==> src/rtl/switch_conditioner.sv <==
// Slide-switch conditioner: two-flop synchroniser plus per-bit debounce.
// Produces clean levels and one-cycle rise/fall strobes on SEGclk.
module switch_conditioner #(
    parameter int WIDTH        = 9,
    parameter int STABLE_TICKS = 4,
    parameter int CNT_W        = 3
) (
    input  logic             SEGclk,
    input  logic             reset,
    input  logic [WIDTH-1:0] sw_raw,
    output logic [WIDTH-1:0] sw_clean,
    output logic [WIDTH-1:0] sw_rise,
    output logic [WIDTH-1:0] sw_fall,
    output logic             any_change
);

    // Terminal count: the edge on which a persistent difference is accepted.
    localparam logic [CNT_W-1:0] LAST = CNT_W'(STABLE_TICKS - 1);

    logic [WIDTH-1:0] sync1;
    logic [WIDTH-1:0] sync2;

    logic [CNT_W-1:0] cnt     [WIDTH];
    logic [CNT_W-1:0] cnt_nxt [WIDTH];

    logic [WIDTH-1:0] clean_nxt;
    logic [WIDTH-1:0] rise_nxt;
    logic [WIDTH-1:0] fall_nxt;

    // Two-flop synchroniser for the asynchronous switch pins.
    always_ff @(posedge SEGclk) begin
        if (reset) begin
            sync1 <= '0;
            sync2 <= '0;
        end else begin
            sync1 <= sw_raw;
            sync2 <= sync1;
        end
    end

    // Per-bit stability counter; any return to the clean level clears it.
    always_comb begin
        clean_nxt = sw_clean;
        rise_nxt  = '0;
        fall_nxt  = '0;
        for (int i = 0; i < WIDTH; i++) begin
            cnt_nxt[i] = cnt[i];
            if (sync2[i] == sw_clean[i]) begin
                cnt_nxt[i] = '0;
            end else if (cnt[i] == LAST) begin
                cnt_nxt[i]   = '0;
                clean_nxt[i] = sync2[i];
                rise_nxt[i]  = sync2[i];
                fall_nxt[i]  = ~sync2[i];
            end else begin
                cnt_nxt[i] = cnt[i] + CNT_W'(1);
            end
        end
    end

    // Register counters, clean levels and strobes together.
    always_ff @(posedge SEGclk) begin
        if (reset) begin
            for (int i = 0; i < WIDTH; i++) begin
                cnt[i] <= '0;
            end
            sw_clean   <= '0;
            sw_rise    <= '0;
            sw_fall    <= '0;
            any_change <= 1'b0;
        end else begin
            for (int i = 0; i < WIDTH; i++) begin
                cnt[i] <= cnt_nxt[i];
            end
            sw_clean   <= clean_nxt;
            sw_rise    <= rise_nxt;
            sw_fall    <= fall_nxt;
            any_change <= |(rise_nxt | fall_nxt);
        end
    end

endmodule

==> config.mk <==
export PLATFORM = sky130hd
export DESIGN_NAME = switch_conditioner
export DESIGN_NICKNAME = d
export VERILOG_FILES = /design/src/rtl/switch_conditioner.sv
export SDC_FILE = /design/constraint.sdc
export NUM_CORES = 1
export LEC_CHECK = 0
export ABC_AREA = 0
export ABC_CLOCK_PERIOD_IN_PS = 2200
export CAP_MARGIN = 25
export CORE_MARGIN = 2
export CORE_UTILIZATION = 55
export CTS_BUF_LIST = sky130_fd_sc_hd__clkbuf_4
export CTS_CLUSTER_SIZE = 8
export DETAILED_ROUTE_END_ITERATION = 8
export GPL_ROUTABILITY_DRIVEN = 0
export HOLD_SLACK_MARGIN = 0.12
export PLACE_DENSITY = 0.92
export SYNTH_ARGS = -nofsm -noshare
export SYNTH_HDL_FRONTEND = slang
export SYNTH_SLANG_ARGS = --single-unit
==> constraint.sdc <==
create_clock -name SEGclk -period 2.2 [get_ports SEGclk]
set_input_delay 0.33 -clock SEGclk [delete_from_list [all_inputs] [get_ports SEGclk]]
set_output_delay 0.33 -clock SEGclk [all_outputs]
set_load 0.05 [all_outputs]
pdn.png
Pins as bars on the die edge. Tap cells in grey.
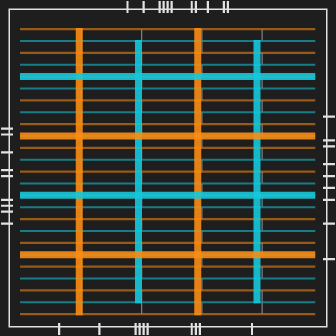
legend:
  VDD:
    colour: cyan
  VSS:
    colour: orange
tap cells: 52
signal pins: 39
worst ir drop on vdd: 0.000653 V
width of the die: 72.4 µm

cell_classes.png
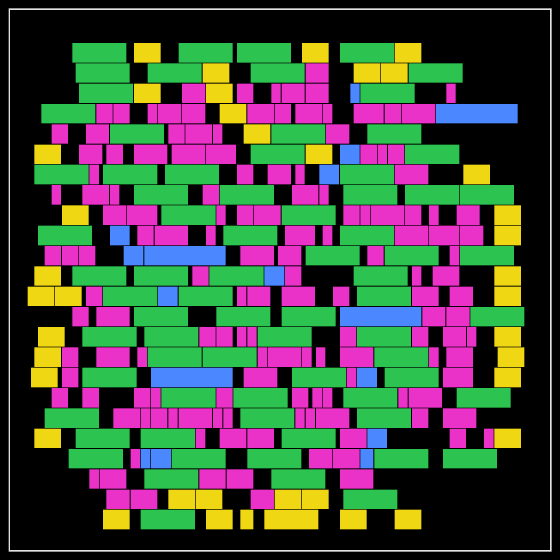
legend:
  other buffers and delay cells:
    colour: yellow
    cells: 39
  all other logic:
    colour: magenta
    cells: 146
  clock drivers and dummy loads:
    colour: blue
    cells: 16
  flops:
    colour: green
    cells: 73

==> flow_summary.ini <==
; physical design summary
[status]
status = finished clean

[power]
cellLeakagePower_nw = 1.21
power_w = 0.00253

[placed_design]
port_buffer_count = 38

[clock_network]
cts-htree-levels = 3
clock_sinks = 73
clk_pin_slew_worst_paths_ns = 0.11
post_cts_buffers = 0
cts_buffers = 9

[routing]
met1Wirelength_um = 1750
route.vias.total = 1633
drt_wl_total_um = 3800
met2_length_um = 1810
firstDrtPassIters = 4
drt_iter0_markers = 73
detailroute.wirelength.met3_um = 132
wl_per_cell_um = 11.6

[logic_synthesis]
number_of_instances_in_the_synthesized_netlist = 225
top_cells_by_count = sky130_fd_sc_hd__dfxtp_1 (73), sky130_fd_sc_hd__inv_1 (21)
most_common_cell = sky130_fd_sc_hd__dfxtp_1
yosys-stat-cells = 225
yosys.stat.seqShare = 0.568
yosys_warnings = 0
syn-num-nets = 254

[global_routing]
globalRouteOverflowTotal = 0
global_route.usage.total = 0.162
met2_usage = 0.260
global_route_wire_length_before_repair_um = 6350
globalRoute.busiestLayer = met2

[setup_path]
rrSetupSlack_ns = 0.72
crit_family = buffers and inverters
worstReg2RegStart = cnt[0][18]
critPathMaxFanout = 5
timing.critical_path.to = sw_clean[4]
worst-path-buf-inv = 1

[sta]
timing.final.crit_period_ns = 1.98
timing.setup.tns_ns = 0
fmaxAchievable_mhz = 505
timing_worst_slew_pin_value_ns = 0.527
timing.final.crit_share = 0.901

[finish]
post-route-util = 0.725
most-common-layout-cells = sky130_fd_sc_hd__dfxtp_1 (73), sky130_fd_sc_hd__clkdlybuf4s50_1 (37), sky130_fd_sc_hd__inv_1 (21)

[floorplanning]
floorplan.core_util = 0.582
ios = 39

[run]
warning_count = 26
cap_viol_max_count = 0
clock_map.png
Scale bar: 20 µm.
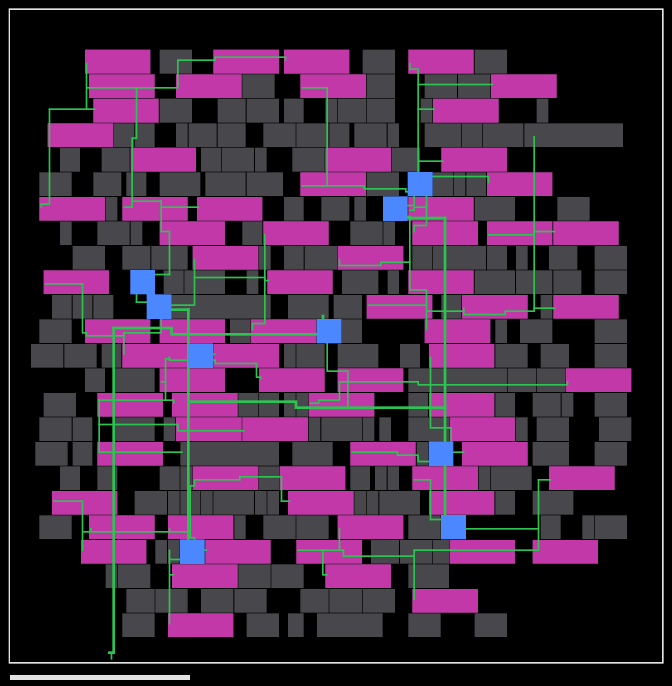
legend:
  cells driving clock nets:
    colour: blue
    count: 9
  flip-flops:
    colour: magenta
    count: 73
  clock wires:
    colour: green
    length: 705 µm
flops lie: spread over the die
routed clock nets: 10

metal_stack.png
Scale bar: 20 µm.
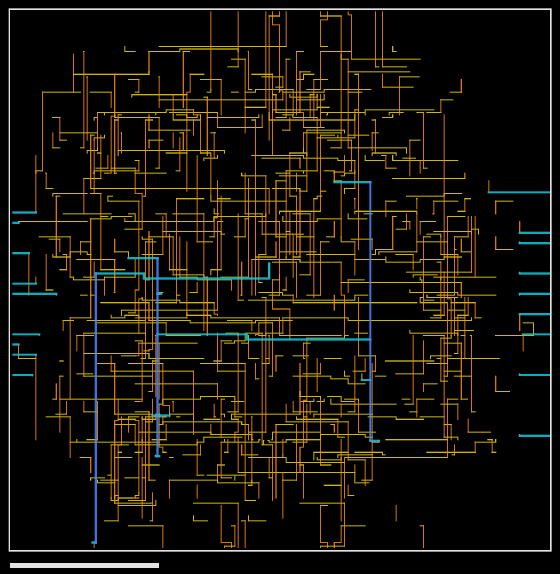
legend:
  met3:
    colour: cyan
    wire_length: 132 µm
  met4:
    colour: blue
    wire_length: 97.2 µm
  met2:
    colour: orange
    wire_length: 1810 µm
  met1:
    colour: yellow
    wire_length: 1750 µm

## area by class of cell
class | instances | area [µm²]
timing repair buffer | 39 | 395
clock inverter | 7 | 133
clock buffer | 9 | 67.6
tap | 52 | 65.1
inverter | 21 | 78.8
fill | 312 | 1210
sequential | 73 | 1460
multi-input combinational | 125 | 1000
## tightest hold or removal path: stages
cell,delay [ns]
sky130_fd_sc_hd__buf_2,0.11
sky130_fd_sc_hd__buf_12,0.18
sky130_fd_sc_hd__nor2_1,0.11
## kinds of logic (layout without fill, tap and decap cells)
logic type / count (synthesis) / count (layout) / share of synthesized area
xor+xnor: 9 / 9 / 0.0307
flops: 73 / 73 / 0.568
compound gates: 5 / 5 / 0.0190
buf+inv: 27 / 76 / 0.0423
mux: 9 / 9 / 0.0350
fa+ha+maj: 18 / 18 / 0.0876
simple gates: 84 / 84 / 0.217
## sequential cells by signal, summed over array words and instances (netlist names)
signal and flops:
sw_clean 9, sync2 9, sw_fall 9, any_change 1, sync1 9, cnt 27
sw_rise 9
## where the power goes
group	switching (W)	leakage, nW	internal, W
registers	0.0000125	0.592	0.00134
clock network	0.000422	0.105	0.000681
logic	0.0000333	0.509	0.0000391
total	0.000468	1.21	0.00206
## how the worst min path moves through the flow
stage | startpoint | slack (ns) | end
6_report | reset | 0.38 | sw_clean[1]
4_1_cts | reset | 0.37 | sw_clean[1]
5_1_grt | reset | 0.37 | sync2[0]
2_1_floorplan | cnt[0][18] | 0.40 | cnt[0][18]
3_3_place_gp | cnt[0][18] | 0.41 | cnt[0][18]
3_5_place_dp | cnt[0][18] | 0.41 | cnt[0][18]
## through the flow
stage               cells  cell area (µm²)
finish                326             3200
global route          326             3200
CTS                   326             3200
detailed placement    310             3000
global placement      310             3000
floorplan             225             2570
No activity file was given, so power comes from the tool's default toggle rates.
